$ cat src/rtl/enemy_spawn_scheduler_if.sv
// Handshake and status bundle between the spawn scheduler and the game/object logic.
interface enemy_spawn_scheduler_if;
  logic        startOfFrame;
  logic        enable;
  logic        object_ready;
  logic        spawn;
  logic        create_truck;
  logic [1:0]  spawn_lane;
  logic [10:0] spawn_x;
  logic [7:0]  gap_frames;
  logic        busy;

  // Game/object side: drives frame timing, enable and slot status.
  modport master (
    output startOfFrame, enable, object_ready,
    input  spawn, create_truck, spawn_lane, spawn_x, gap_frames, busy
  );

  // Scheduler side.
  modport slave (
    input  startOfFrame, enable, object_ready,
    output spawn, create_truck, spawn_lane, spawn_x, gap_frames, busy
  );
endinterface

$ cat src/rtl/enemy_spawn_scheduler.sv
// Enemy spawn scheduler: frame-counted gap, LFSR car/truck and lane pick,
// one-cycle spawn pulse, then waits for the object slot to be used and freed.
//
// state     | meaning
// ----------+---------------------------------------------------------
// IDLE      | game stopped or waiting for a free slot before the first gap
// GAP       | counting startOfFrame pulses until the gap has elapsed
// SPAWN     | spawn pulse high; type/lane/x already registered
// WAIT_ACK  | waiting for the object engine to take the slot (ready low)
// WAIT_DONE | waiting for the enemy to be retired (ready high again)
module enemy_spawn_scheduler #(
  parameter int          GAP_INIT         = 60,
  parameter int          GAP_MIN          = 20,
  parameter int          GAP_STEP         = 4,
  parameter int          TRUCK_THRESH     = 4,
  parameter int          MAX_TRUCK_STREAK = 2,
  parameter int          LANE_X0          = 160,
  parameter int          LANE_W           = 80,
  parameter logic [15:0] LFSR_SEED        = 16'hACE1
) (
  input logic                    clk,
  input logic                    reset,
  enemy_spawn_scheduler_if.slave bus
);

  typedef enum logic [2:0] {
    IDLE, GAP, SPAWN, WAIT_ACK, WAIT_DONE
  } state_t;

  state_t      state_q;
  logic [15:0] lfsr_q, lfsr_d;
  logic [7:0]  frame_cnt_q;
  logic [7:0]  truck_streak_q;
  logic [2:0]  spawn_cnt_q;
  logic [7:0]  gap_q, gap_dec_d;
  logic [8:0]  gap_sub;
  logic        spawn_q, truck_q, busy_q;
  logic [1:0]  lane_q;
  logic [10:0] x_q, x_d;
  logic        pick_truck_d;

  // LFSR step, spawn choice and next-gap arithmetic from the current state.
  always_comb begin
    lfsr_d       = {1'b0, lfsr_q[15:1]} ^ (lfsr_q[0] ? 16'hB400 : 16'h0000);
    pick_truck_d = ({28'd0, lfsr_q[3:0]} < TRUCK_THRESH) &&
                   ({24'd0, truck_streak_q} < MAX_TRUCK_STREAK);
    x_d          = 11'(LANE_X0) + 11'(LANE_W) * {9'd0, lfsr_q[5:4]};
    // 9-bit subtract: a borrow shows up in bit 8 and clamps to the floor.
    gap_sub      = {1'b0, gap_q} - 9'(GAP_STEP);
    gap_dec_d    = (gap_sub[8] || (gap_sub < 9'(GAP_MIN))) ? 8'(GAP_MIN) : gap_sub[7:0];
  end

  // Sequencer with registered outputs; the spawn choice is latched on the
  // edge that enters SPAWN so all spawn outputs change together.
  always_ff @(posedge clk) begin
    if (reset) begin
      state_q        <= IDLE;
      lfsr_q         <= LFSR_SEED;
      frame_cnt_q    <= 8'd0;
      truck_streak_q <= 8'd0;
      spawn_cnt_q    <= 3'd0;
      gap_q          <= 8'(GAP_INIT);
      spawn_q        <= 1'b0;
      truck_q        <= 1'b0;
      lane_q         <= 2'd0;
      x_q            <= 11'(LANE_X0);
      busy_q         <= 1'b0;
    end else begin
      lfsr_q  <= lfsr_d;
      spawn_q <= 1'b0;
      case (state_q)
        IDLE: begin
          frame_cnt_q <= 8'd0;
          busy_q      <= 1'b0;
          if (bus.enable && bus.object_ready) state_q <= GAP;
        end
        GAP: begin
          if (!bus.enable) begin
            state_q     <= IDLE;
            frame_cnt_q <= 8'd0;
          end else if (bus.startOfFrame) begin
            if (frame_cnt_q == gap_q - 8'd1) begin
              state_q     <= SPAWN;
              frame_cnt_q <= 8'd0;
              spawn_q     <= 1'b1;
              truck_q     <= pick_truck_d;
              lane_q      <= lfsr_q[5:4];
              x_q         <= x_d;
              spawn_cnt_q <= spawn_cnt_q + 3'd1;
              if (spawn_cnt_q == 3'd7) gap_q <= gap_dec_d;
              if (!pick_truck_d)                 truck_streak_q <= 8'd0;
              else if (truck_streak_q != 8'hFF)  truck_streak_q <= truck_streak_q + 8'd1;
            end else begin
              frame_cnt_q <= frame_cnt_q + 8'd1;
            end
          end
        end
        SPAWN: begin
          frame_cnt_q <= 8'd0;
          state_q     <= bus.enable ? WAIT_ACK : IDLE;
          busy_q      <= bus.enable;
        end
        WAIT_ACK: begin
          if (!bus.enable) begin
            state_q <= IDLE;
            busy_q  <= 1'b0;
          end else if (!bus.object_ready) begin
            state_q <= WAIT_DONE;
          end
        end
        WAIT_DONE: begin
          if (!bus.enable) begin
            state_q <= IDLE;
            busy_q  <= 1'b0;
          end else if (bus.object_ready) begin
            state_q     <= GAP;
            busy_q      <= 1'b0;
            frame_cnt_q <= 8'd0;
          end
        end
        default: state_q <= IDLE;
      endcase
    end
  end

  assign bus.spawn        = spawn_q;
  assign bus.create_truck = truck_q;
  assign bus.spawn_lane   = lane_q;
  assign bus.spawn_x      = x_q;
  assign bus.gap_frames   = gap_q;
  assign bus.busy         = busy_q;

endmodule

$ cat src/flat_wrapper.sv
// flat-port wrapper written by rule: the top's interface ports become plain ports
module enemy_spawn_scheduler_flat 
#(
  parameter int          GAP_INIT         = 60,
  parameter int          GAP_MIN          = 20,
  parameter int          GAP_STEP         = 4,
  parameter int          TRUCK_THRESH     = 4,
  parameter int          MAX_TRUCK_STREAK = 2,
  parameter int          LANE_X0          = 160,
  parameter int          LANE_W           = 80,
  parameter logic [15:0] LFSR_SEED        = 16'hACE1
)
  (clk, reset, bus_startOfFrame, bus_enable, bus_object_ready, bus_spawn, bus_create_truck, bus_spawn_lane, bus_spawn_x, bus_gap_frames, bus_busy);
  enemy_spawn_scheduler_if bus_i ();
  input logic clk;
  input logic reset;
  input wire logic [$bits(bus_i.startOfFrame)-1:0] bus_startOfFrame;
  input wire logic [$bits(bus_i.enable)-1:0] bus_enable;
  input wire logic [$bits(bus_i.object_ready)-1:0] bus_object_ready;
  output wire logic [$bits(bus_i.spawn)-1:0] bus_spawn;
  output wire logic [$bits(bus_i.create_truck)-1:0] bus_create_truck;
  output wire logic [$bits(bus_i.spawn_lane)-1:0] bus_spawn_lane;
  output wire logic [$bits(bus_i.spawn_x)-1:0] bus_spawn_x;
  output wire logic [$bits(bus_i.gap_frames)-1:0] bus_gap_frames;
  output wire logic [$bits(bus_i.busy)-1:0] bus_busy;
  assign bus_i.startOfFrame = bus_startOfFrame;
  assign bus_i.enable = bus_enable;
  assign bus_i.object_ready = bus_object_ready;
  assign bus_spawn = bus_i.spawn;
  assign bus_create_truck = bus_i.create_truck;
  assign bus_spawn_lane = bus_i.spawn_lane;
  assign bus_spawn_x = bus_i.spawn_x;
  assign bus_gap_frames = bus_i.gap_frames;
  assign bus_busy = bus_i.busy;
  enemy_spawn_scheduler #(.GAP_INIT(GAP_INIT), .GAP_MIN(GAP_MIN), .GAP_STEP(GAP_STEP), .TRUCK_THRESH(TRUCK_THRESH), .MAX_TRUCK_STREAK(MAX_TRUCK_STREAK), .LANE_X0(LANE_X0), .LANE_W(LANE_W), .LFSR_SEED(LFSR_SEED)) u_core (.clk(clk), .reset(reset), .bus(bus_i));
endmodule
$ cat config.mk
export PLATFORM = sky130hd
export DESIGN_NAME = enemy_spawn_scheduler_flat
export DESIGN_NICKNAME = d
export VERILOG_FILES = /design/src/rtl/enemy_spawn_scheduler_if.sv /design/src/rtl/enemy_spawn_scheduler.sv /design/src/flat_wrapper.sv
export SDC_FILE = /design/constraint.sdc
export NUM_CORES = 1
export LEC_CHECK = 0
export CORE_AREA = 2 2 79 81
export CTS_CLUSTER_DIAMETER = 50
export DETAILED_ROUTE_END_ITERATION = 8
export DIE_AREA = 0 0 81 83
export PLACE_DENSITY = 0.62
export SYNTH_ARGS = -nofsm -noshare
export SYNTH_HDL_FRONTEND = slang
export SYNTH_SLANG_ARGS = --single-unit
$ cat constraint.sdc
create_clock -name clk -period 2.85 [get_ports clk]
set_input_delay 0.285 -clock clk [delete_from_list [all_inputs] [get_ports clk]]
set_output_delay 0.285 -clock clk [all_outputs]
set_load 0.03 [all_outputs]
==> flow_metrics.tcl, run 1 <==
# yosys + openroad results
set metrics [dict create \
    cts.sink_count 53 \
    fin_ws_ps 366.5 \
    syn_avg_cell_area_um2 8.960 \
    worstPathRequired_ps 3100 \
    track_usage_pct 15.21 \
    area.growth.synth_to_final_pct 11.12 \
    drt_iter0_markers 120 \
    cts_buffers 5 \
    hold_end "u_core.lfsr_q[5]" \
    netSwitchingFraction_pct 21.81 \
    htreeDepth 2 \
    power_switching_w 0.0002927 \
    dp_hpwl_mm 3.445 \
    rsz0062_at_grt "no" \
    num_antenna_cells 0 \
    ys_seq_elements 53 \
    cap_violations 0 \
    gp_congestion 0.9131 \
    post_drt_via_cell_ratio 5.223 \
    crit_fanout 12 \
    pwr-share-comb_pct 5.7 \
    drt-total-wl_mm 4.799 \
    grtUsageMet1_pct 22.39 \
    power.density_nw_per_um2 473.0 \
    antenna_left 0 \
    yosysWarnings 0 \
    fin_tns_setup_ps 0 \
    max_stage_delay_ps 440 \
    clock-root-buffer "clkbuf_8" \
    finClkSkew_ps 3.000 \
    synth_area_um2 2554 \
    grt_pass1_wl_mm 8.321 \
    postSynthSeqShare_pct 41.55 \
    r2r_end "u_core.bus.gap_frames[4]" \
    worstPathArrival_ps 2730 \
    reg_top3 "u_core.lfsr_q: 16 flops, u_core.frame_cnt_q: 8 flops, u_core.truck_streak_q: 8 flops" \
    rrSetupSlack_ps 370 \
    hold_depth 1 \
    fp.dieW_um 81 \
    worstRegToRegCells 8 \
    chipHeight_um 83 \
    warning_count 28 \
    drv_slew 0 \
    largest_reg_flops 16 \
    drc 0 \
    power_leader "registers" \
    wl_per_cell_um 12.73 \
    top_usage_layer "met1" \
    leakage_nw 1.041 \
    cts_buffer_depth 2 \
    synthArstFlopShare_pct 0 \
    cts.hold.buffers_added 0 \
    fin_crit_ps 2483 \
    p_int_w 0.001050 \
    fmax_ghz 0.4027 \
    core_area_um2 5816 \
    seqPwrFrac_pct 57.1 \
    clk-power_w 0.000499 \
    num_vias 1969 \
    port_buffers 20 \
    path_cells "inv_1, ha_1, o21ba_2, a221o_1, a22oi_2, nand2_1, nor4_1, a211o_1" \
    fp_util_pct 43.91 \
    p_clk_share_pct 37.1 \
    irDropWorstVdd_mv 0.1951 \
    pg_comb_w 0.0000767 \
    cts_tree "yes" \
    synth_cell_types 60 \
    reg2reg_from "u_core.bus.gap_frames[2]" \
    pg_seq_w 0.000767 \
    yosysCellCount 285 \
    nets 313 \
    regMostFlops "u_core.lfsr_q" \
    finalInstanceArea_um2 2838 \
    antenna_found_initial 0 \
    firstDrtPassIters 4 \
    period_used_pct 87.14 \
    grt_pass1_vias 1797 \
    clk_pin_slew_ps 90 \
    setup_viol 0 \
    use_met2_pct 21.56 \
    io_pins 29 \
    synth-edff-count 0 \
    cp_slowest_cell "dfxtp_1" \
    grt_overflow 0 \
    ys_area_um2 2554 \
    finalHoldViolations 0 \
    hold_start "u_core.lfsr_q[6]" \
    path_class "register to register" \
    status "completed" \
    worstSetupEndpointType "register" \
    grt_max_degree 25 \
    grt_use_met3_pct 3.478 \
    drive_gt1_share_pct 9.603 \
    dpl_cell_area_um2 2721 \
    dieArea_um2 6723 \
    hp-class "register to register" \
    clk_latency_ps 300 \
    startpoint_type "register" \
    dp_slack_ps 286.5 \
    ff_type "dfxtp_1" \
    netlist_instances 285 \
]
==> run 1: how the worst max path moves through the flow <==
stage,startpoint,to,slack [ps]
after CTS,u_core.bus.gap_frames[3],u_core.bus.gap_frames[4],250
after detailed placement,u_core.bus.gap_frames[3],u_core.bus.gap_frames[4],290
final,u_core.bus.gap_frames[2],u_core.bus.gap_frames[4],370
after global routing,u_core.bus.gap_frames[2],u_core.frame_cnt_q[4],180
after floorplan,u_core.bus.gap_frames[2],u_core.bus.gap_frames[4],320
after global placement,u_core.bus.gap_frames[3],u_core.bus.gap_frames[4],340
==> run 1: stage by stage <==
stage                     power (W)  cells  hold WS [ps]
after floorplan           0.0008492    292         389.5
after global placement    0.0008614    369         391.3
after detailed placement  0.0008616    369         393.3
after CTS                  0.001366    377         416.3
after global routing       0.001404    377         439.5
final                      0.001342    377         415.0
==> run 1: cell families after synthesis <==
logic type                 after synthesis  synth area share [%]
other                                    1                0.1468
adders and majority gates                7                 3.430
buffers and inverters                   39                 10.09
and+or+nand+nor                        108                 21.85
DFF                                     53                 41.55
xor gates and xnor gates                12                 4.116
AOI/OAI and AO/OA                       60                 16.86
muxes                                    5                 1.960
==> run 1: routing by layer <==
metal / vias to the layer above / wire length [um]
li1: 1023 / -
met1: 902 / 2435
met2: 37 / 2139
met3: 7 / 164
met4: 0 / 59
met5: - / 0
==> run 1: Yosys cell counts (4+ instances only) <==
cell | count | area (um2)
a21oi_1 | 8 | 40.04
buf_4 | 9 | 67.56
buf_6 | 4 | 45.04
clkbuf_1 | 4 | 15.01
dfxtp_1 | 53 | 1061
ha_1 | 7 | 87.58
inv_1 | 14 | 52.55
mux2i_1 | 5 | 50.05
nand2_1 | 20 | 75.07
nand3_1 | 10 | 50.05
nand4_1 | 8 | 50.05
nor2_1 | 31 | 116.4
nor2b_1 | 6 | 37.54
o211ai_1 | 4 | 30.03
o21ai_0 | 13 | 65.06
or2_2 | 6 | 37.54
xnor2_1 | 9 | 78.83
==> run 1: layout by cell type (no fill, tap or decap), drive strengths merged, types with 4 or more instances in the layout <==
| master | n |
|---|---|
| conb | 8 |
| ha | 7 |
| o21ai | 13 |
| a21oi | 8 |
| o211ai | 4 |
| nand3 | 11 |
| xnor2 | 9 |
| buf | 7 |
| nor2 | 31 |
| dfxtp | 53 |
| clkdlybuf4s50 | 20 |
| clkbuf | 6 |
| inv | 14 |
| nor2b | 6 |
| a22oi | 4 |
| or2 | 6 |
| nand4 | 8 |
| nand2 | 20 |
| mux2i | 5 |
==> run 1: area by class of cell <==
type | instances | area (um2)
Inverter | 14 | 52.55
Clock inverter | 2 | 38.79
Fill cell | 581 | 2978
Multi-Input combinational cell | 200 | 1266
Timing Repair Buffer | 27 | 252.7
Sequential cell | 53 | 1061
Clock buffer | 6 | 72.57
Tap cell | 75 | 93.84
==> run 1: what timing repair did <==
item | in CTS | in global routing
gates resized | 0 | 1
buffers inserted | 0 | 0
setup endpoints to repair | 0 | 2
==> run 1: worst max-delay path: cells and delay by family (launching register included) <==
kind	cells	cell delay (ps)
compound gates	4	930
fa+ha+maj	1	280
buf+inv	1	110
flops	1	440
simple gates	2	680
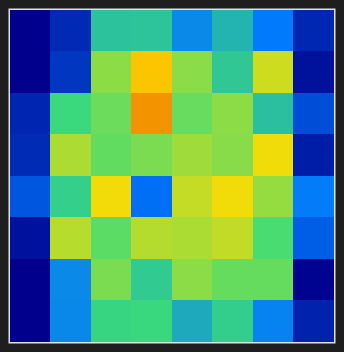
Fig. 1. Cell density map (run 1).
(4 px per um) The die is cut into 8 by 8 equal tiles; dark blue is low, red is high, 0 to 100% covered.
nearly empty tiles	7.8%
fullest tile	83%
tiles over 75% full	3.1%

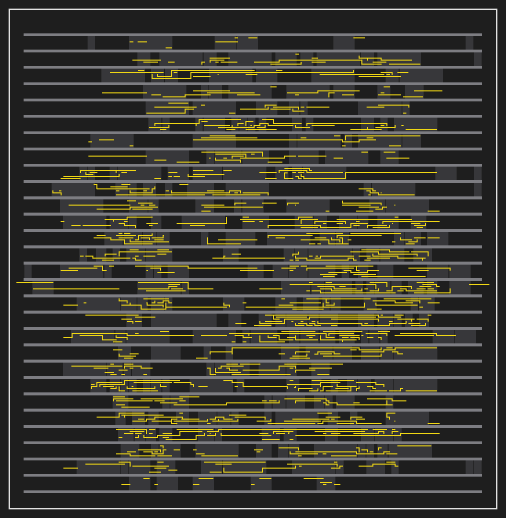
Fig. 2. Metal 1 (run 1).
(6 px per um) Supply wires on this layer in grey. Cells faint in the background.
share of all routed wire	51%
wire length on this layer	2440 um
nets with wire on the layer	287
main direction	horizontal

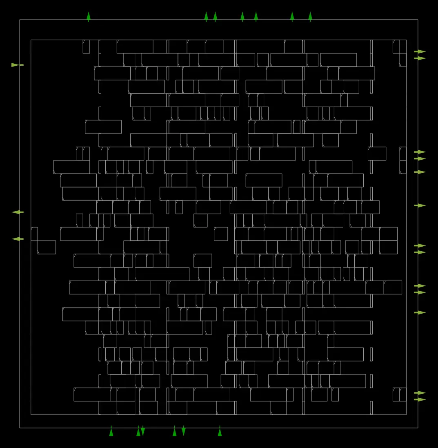
Fig. 3. Cell placement (run 1).
post-route insts no fill: 377
Flop Count: 53
Util after Layout: 48.80%
num rows: 28

==> run 2, diff against run 1 <==
SKIP_LAST_GASP = 1   (was default)
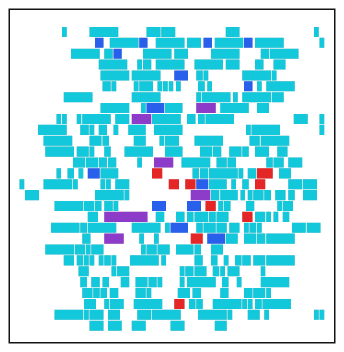
Fig. 4. Cells by drive strength (run 2).
(4 px per um)
size	colour	cells	most used
_0 and _1 cells	cyan	273	dfxtp_1
_2 cells	blue	14	or2_2
_3 and _4 cells	red	9	buf_4
_6 and larger	purple	6	clkbuf_8

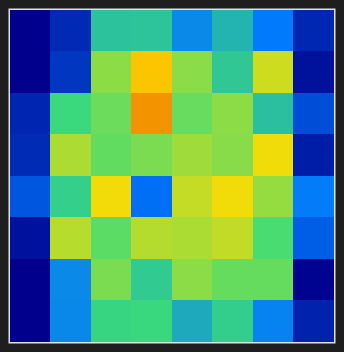
Fig. 5. Cell density map (run 2).
(4 px per um) The die is cut into 8 by 8 equal tiles; dark blue is low, red is high, 0 to 100% covered.
nearly empty tiles	7.8%
fullest tile	83%
tiles over 75% full	3.1%
mean over tiles	41%

==> run 2 against run 1 <==
  * First-iteration DRC count did not move
  * Synthesized cell count unchanged
  * Clock power hardly changed
  * Sequential share of layout area stayed put
  * Combinational power about the same
  * Count of clock-buffer cells in the layout stayed put
  * Cell area is the same
  * Die size stayed put
  * Critical path type unchanged
==> flow_metrics.tcl, run 2 <==
# yosys + openroad results
set metrics [dict create \
    status "completed" \
    drt_iter0_markers 120 \
    irDropWorstVdd_mv 0.1951 \
    layout_top_cells "53 x dfxtp_1, 31 x nor2_1, 20 x nand2_1, 20 x clkdlybuf4s50_1, 14 x inv_1" \
    firstDrtPassIters 4 \
    post_drt_via_cell_ratio 5.223 \
    ff_type "dfxtp_1" \
    chipHeight_um 83 \
    synthSimpleGateAreaFrac_pct 21.85 \
    clk_latency_ps 300 \
    dp_slack_ps 286.5 \
    top_usage_layer "met1" \
    drv_slew 0 \
    path_cells "inv_1, ha_1, o21ba_2, a221o_1, a22oi_2, nand2_1, nor4_1, a211o_1" \
    hold_start "u_core.lfsr_q[6]" \
    leakage_nw 1.041 \
    ys_seq_elements 53 \
    worstSetupEndpointType "register" \
    crit_buf_inv 1 \
    grt_overflow 0 \
    ys_area_um2 2554 \
    rrSetupSlack_ps 370 \
    synthArstFlopShare_pct 0 \
    max_stage_delay_ps 440 \
    io_pins 29 \
    power_w 0.001342 \
    grt_max_degree 25 \
    worstPathArrival_ps 2730 \
    hold_end "u_core.lfsr_q[5]" \
    reg2reg_from "u_core.bus.gap_frames[2]" \
    warning_count 28 \
    finClkSkew_ps 3.000 \
    core_area_um2 5816 \
    holdWs_ps 415.0 \
    synth_cell_types 60 \
    grtUsageMet1_pct 22.39 \
    antenna_left 0 \
    clk_pin_slew_ps 90 \
    htreeDepth 2 \
    fin_cells 377 \
    yosysCellCount 285 \
    track_usage_pct 15.21 \
    nets 313 \
    area.growth.synth_to_final_pct 11.12 \
    path_delay_family "AND-OR/OR-AND gates" \
    synth-edff-count 0 \
    ys_top_cells_by_count "53 x dfxtp_1, 31 x nor2_1, 20 x nand2_1" \
    rsz0062_at_grt "no" \
    ys_sh_aoi_pct 16.85 \
    synthXorXnorAreaFrac_pct 4.116 \
    cts.hold.buffers_added 0 \
    grt_pass1_vias 1797 \
    port_buffers 20 \
    hold_depth 1 \
    yosysTopAreaCell "dfxtp_1" \
    yosysWarnings 0 \
    dp_hpwl_mm 3.445 \
    dieArea_um2 6723 \
    reg_top3 "u_core.lfsr_q: 16 flops, u_core.frame_cnt_q: 8 flops, u_core.truck_streak_q: 8 flops" \
    cts_buffer_depth 2 \
    fp_util_pct 43.91 \
    startpoint "u_core.bus.gap_frames[2]" \
    use_met2_pct 21.56 \
    yosysMostFrequentCell "dfxtp_1" \
    drive_gt1_share_pct 9.603 \
    fin_tns_setup_ps 0 \
    mux_share_pct 1.960 \
    fmax_ghz 0.4027 \
    ys_sh_adder_pct 3.430 \
    grt_use_met3_pct 3.478 \
    crit_fanout 12 \
    logic_family "simple AND/OR/NAND/NOR gates" \
    startpoint_type "register" \
    setup_viol 0 \
    netlist_instances 285 \
    ctsResizeCount 0 \
    placed_cells_incl_taps 369 \
    postSynthSeqShare_pct 41.55 \
    power.density_nw_per_um2 473.0 \
    finalHoldViolations 0 \
    cts_setup_buffers 0 \
    synth_area_um2 2554 \
    period_used_pct 87.14 \
    final_common_cell "dfxtp_1" \
    worstRegToRegCells 8 \
    cts_tree "yes" \
    largest_reg_flops 16 \
    worstPathRequired_ps 3100 \
    num_antenna_cells 0 \
    fin_crit_ps 2483 \
    drc 0 \
    yosys-top-cells-area "dfxtp_1 42%, nor2_1 4.6%, ha_1 3.4%" \
    wl_per_cell_um 12.73 \
    num_vias 1969 \
    cap_violations 0 \
    regMostFlops "u_core.lfsr_q" \
    grt_pass1_wl_mm 8.321 \
    cts_buffers 5 \
    clock-root-buffer "clkbuf_8" \
    rows 28 \
    top_cell_area_share_pct 41.55 \
    syn_avg_cell_area_um2 8.960 \
    cp_slowest_cell "dfxtp_1" \
    cts.sink_count 53 \
    drt-total-wl_mm 4.799 \
    path_class "register to register" \
    fp.dieW_um 81 \
    r2r_end "u_core.bus.gap_frames[4]" \
    fin_ws_ps 366.5 \
    antenna_found_initial 0 \
    hp-class "register to register" \
    gp_congestion 0.9131 \
]
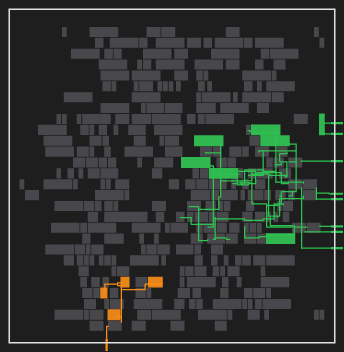
Fig. 6. I/O nets highlighted (run 2).
(4 px per um)
port	colour	bits	direction	edge	end cells	buffers	wire
`bus_startOfFrame`	orange	1	input	south	5	1	35.0 um
`bus_gap_frames`	green	8	output	east	8	6	389 um

[run 2: per-layer routing]
layer  wire length (um)  part of all wire [%]
met2               2139                    45
met1               2435                    51
met5                  0                     0
met4                 59                   1.2
met3                164                   3.4
[run 2: area by class of cell]
cell class / instances / area, um2
Multi-Input combinational cell: 200 / 1266
Clock inverter: 2 / 38.79
Timing Repair Buffer: 27 / 252.7
Clock buffer: 6 / 72.57
Inverter: 14 / 52.55
Fill cell: 581 / 2978
Tap cell: 75 / 93.84
Sequential cell: 53 / 1061
[run 2: kinds of logic (layout without fill, tap and decap cells)]
family | count (synthesis) | count (layout)
adders and majority gates | 7 | 7
muxes | 5 | 5
and+or+nand+nor | 108 | 108
other | 1 | 8
xor gates and xnor gates | 12 | 12
DFF | 53 | 53
AOI/OAI and AO/OA | 60 | 60
buffers and inverters | 39 | 49
[run 2: how the worst max path moves through the flow]
stage | cells after the start | slack, ps | endpoint
2_1_floorplan | 10 | 320 | u_core.bus.gap_frames[4]
3_3_place_gp | 8 | 340 | u_core.bus.gap_frames[4]
3_5_place_dp | 8 | 290 | u_core.bus.gap_frames[4]
4_1_cts | 8 | 250 | u_core.bus.gap_frames[4]
5_1_grt | 8 | 180 | u_core.frame_cnt_q[4]
6_report | 8 | 370 | u_core.bus.gap_frames[4]
[run 2: through the flow]
stage          util [%]  cell area [um2]
5_1_grt           48.80             2838
6_report          48.80             2838
2_1_floorplan         -             2580
3_3_place_gp      46.79             2721
3_5_place_dp      46.79             2721
4_1_cts           48.71             2833
[run 2: power by group]
| group | internal (W) | switching [W] |
|---|---|---|
| Clock | 0.000264 | 0.000235 |
| Sequential | 0.000758 | 0.00000929 |
| Combinational | 0.0000281 | 0.0000485 |
==> run 3, diff against run 2 <==
CTS_BUF_LIST = sky130_fd_sc_hd__clkbuf_2 sky130_fd_sc_hd__clkbuf_4 sky130_fd_sc_hd__clkbuf_8   (was default)
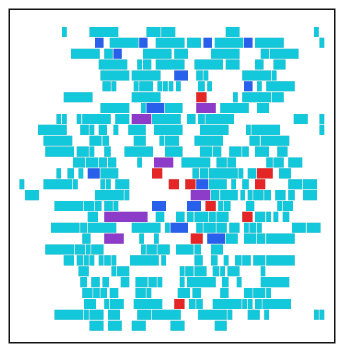
Fig. 7. Cells by drive strength (run 3).
(4 px per um)
size	colour	cells	most used
_0 and _1 cells	cyan	272	dfxtp_1
_6 and larger	purple	6	clkbuf_8
_3 and _4 cells	red	10	buf_4
_2 cells	blue	14	or2_2

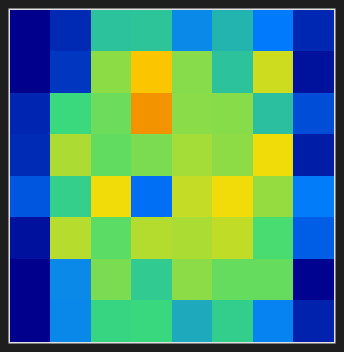
Fig. 8. Cell density map (run 3).
(4 px per um) The die is cut into 8 by 8 equal tiles; dark blue is low, red is high, 0 to 100% covered.
tiles over 75% full	3.1%
fullest tile	83%
mean over tiles	41%
nearly empty tiles	7.8%
emptiest ninth of the die	north-west

==> run 3 against run 2 <==
  * Synthesized cell count unchanged
  * Clock skew grew 1.9 ps
  * Clock power grew 2%
  * Global-route usage is essentially flat
  * Cell area grew 0.13%
  * Cell count stayed put
  * Wire length is 0.13% higher
  * First-iteration DRC count down 4.2%
  * Die size did not move
  * Register-to-register slack barely moved
  * Worst hold slack did not move
  * Largest power group unchanged
==> flow_metrics.tcl, run 3 <==
# yosys + openroad results
set metrics [dict create \
    status "completed" \
    worstPathArrival_ps 2720 \
    crit_fanout 12 \
    hp-class "register to register" \
    final_common_cell "dfxtp_1" \
    drt_iter0_markers 115 \
    yosysMostFrequentCell "dfxtp_1" \
    top_cell_area_share_pct 41.55 \
    drive_gt1_share_pct 9.934 \
    cts_tree "yes" \
    ff_type "dfxtp_1" \
    fin_tns_setup_ps 0 \
    cp_slowest_cell "dfxtp_1" \
    placed_cells_incl_taps 369 \
    firstDrtPassIters 4 \
    num_antenna_cells 0 \
    finalInstanceArea_um2 2841 \
    gp_congestion 0.9131 \
    antenna_left 0 \
    hold_depth 1 \
    holdWs_ps 415.0 \
    fin_crit_ps 2471 \
    worstSetupEndpointType "register" \
    ys_top_cells_by_count "53 x dfxtp_1, 31 x nor2_1, 20 x nand2_1" \
    htreeDepth 2 \
    postSynthSeqShare_pct 41.55 \
    warning_count 28 \
    fmax_ghz 0.4047 \
    syn_avg_cell_area_um2 8.960 \
    largest_reg_flops 16 \
    port_buffers 20 \
    fp_util_pct 43.91 \
    track_usage_pct 15.25 \
    rsz0062_at_grt "no" \
    worstRegToRegCells 8 \
    finalHoldViolations 0 \
    post_drt_via_cell_ratio 5.263 \
    area.growth.synth_to_final_pct 11.27 \
    netlist_instances 285 \
    ys_sh_adder_pct 3.430 \
    cts_setup_buffers 0 \
    grt_overflow 0 \
    yosys-top-cells-area "dfxtp_1 42%, nor2_1 4.6%, ha_1 3.4%" \
    core_area_um2 5816 \
    cts.sink_count 53 \
    fin_cells 377 \
    synthArstFlopShare_pct 0 \
    irDropWorstVdd_mv 0.2044 \
    ys_sh_aoi_pct 16.85 \
    synthSimpleGateAreaFrac_pct 21.85 \
    yosysWarnings 0 \
    path_class "register to register" \
    cts_buffers 5 \
    yosysTopAreaCell "dfxtp_1" \
    mux_share_pct 1.960 \
    path_cells "inv_1, ha_1, o21ba_2, a221o_1, a22oi_2, nand2_1, nor4_1, a211o_1" \
    power.density_nw_per_um2 476.0 \
    period_used_pct 86.70 \
    ys_area_um2 2554 \
    setup_viol 0 \
    synth_area_um2 2554 \
    max_stage_delay_ps 440 \
    worstPathRequired_ps 3100 \
    chipHeight_um 83 \
    grt_pass1_wl_mm 8.335 \
    clk_pin_slew_ps 90 \
    drv_slew 0 \
    num_vias 1984 \
    grt_max_degree 25 \
    clk_latency_ps 300 \
    synth-edff-count 0 \
    ys_seq_elements 53 \
    io_pins 29 \
    crit_buf_inv 1 \
    cts_buffer_depth 2 \
    leakage_nw 1.045 \
    synth_cell_types 60 \
    rows 28 \
    finish.utilization_pct 48.86 \
    dieArea_um2 6723 \
    drc 0 \
    nets 313 \
    clock-root-buffer "clkbuf_8" \
    dp_hpwl_mm 3.445 \
]
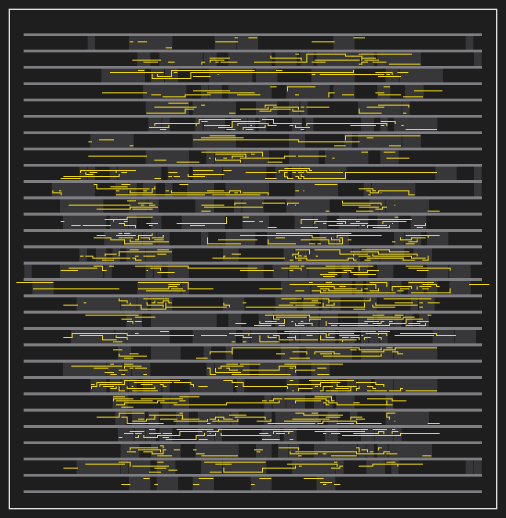
Fig. 9. Metal 1 (run 3).
(6 px per um) Supply wires on this layer in grey. Cells faint in the background.
nets with wire on the layer	287
wire length on this layer	2410 um
longest straight run	27.1 um
main direction	horizontal

[run 3: cell counts after synthesis]
No cell type changed its count.
[run 3: cells by family after synthesis]
family | Yosys count
and+or+nand+nor | 108
AOI/OAI and AO/OA | 60
DFF | 53
buffers and inverters | 39
xor gates and xnor gates | 12
adders and majority gates | 7
muxes | 5
other | 1
[run 3: layer usage]
metal  vias up  track usage [%]  share of wire (%)
met5         -                0                  0
met4         0            5.393                1.2
met3         7            3.478                3.4
met2        35            21.71                 45
met1       918            22.40                 50
li1       1024                -                  -
[run 3: area by class of cell]
class | instances | area (um2)
clock buffer | 6 | 76.32
tap | 75 | 93.84
sequential | 53 | 1061
timing repair buffer | 27 | 252.7
clock inverter | 2 | 38.79
multi-input combinational | 200 | 1266
inverter | 14 | 52.55
fill | 584 | 2974
[run 3: report_power, final]
group	internal, W	total [W]	switching [W]
clock	0.000273	0.000509	0.000236
combinational	0.0000281	0.0000767	0.0000486
sequential	0.000758	0.000767	0.00000935
[run 3: what timing repair did]
item	4_1_cts	5_1_grt
hold buffers	0	0
gates resized	0	1
setup endpoints to repair	0	2
[run 3: metrics by stage]
stage               total power [W]  worst slack [ps]
floorplan                 0.0008492             319.8
global placement          0.0008614             341.4
detailed placement        0.0008616             286.5
CTS                        0.001375             245.6
global route               0.001413             174.7
finish                     0.001353             378.9
[run 3: final timing paths]
kind | end | startpoint | slack [ps]
worst max-delay path | u_core.bus.gap_frames[4] | u_core.bus.gap_frames[2] | 380
worst min register to register | u_core.lfsr_q[5] | u_core.lfsr_q[6] | 410
worst min-delay path | u_core.lfsr_q[5] | u_core.lfsr_q[6] | 410
worst max register to register | u_core.bus.gap_frames[4] | u_core.bus.gap_frames[2] | 380
[run 3: worst reg2reg max path, delay by kind of cell, from the launching register on]
kind | cells | cell delay, ps
adder cells (fa/ha/maj) | 1 | 280
AND/OR/NAND/NOR | 2 | 680
AND-OR/OR-AND | 4 | 930
buffers and inverters | 1 | 110
flip-flops | 1 | 440
Power is estimated from default activity; no workload was simulated.
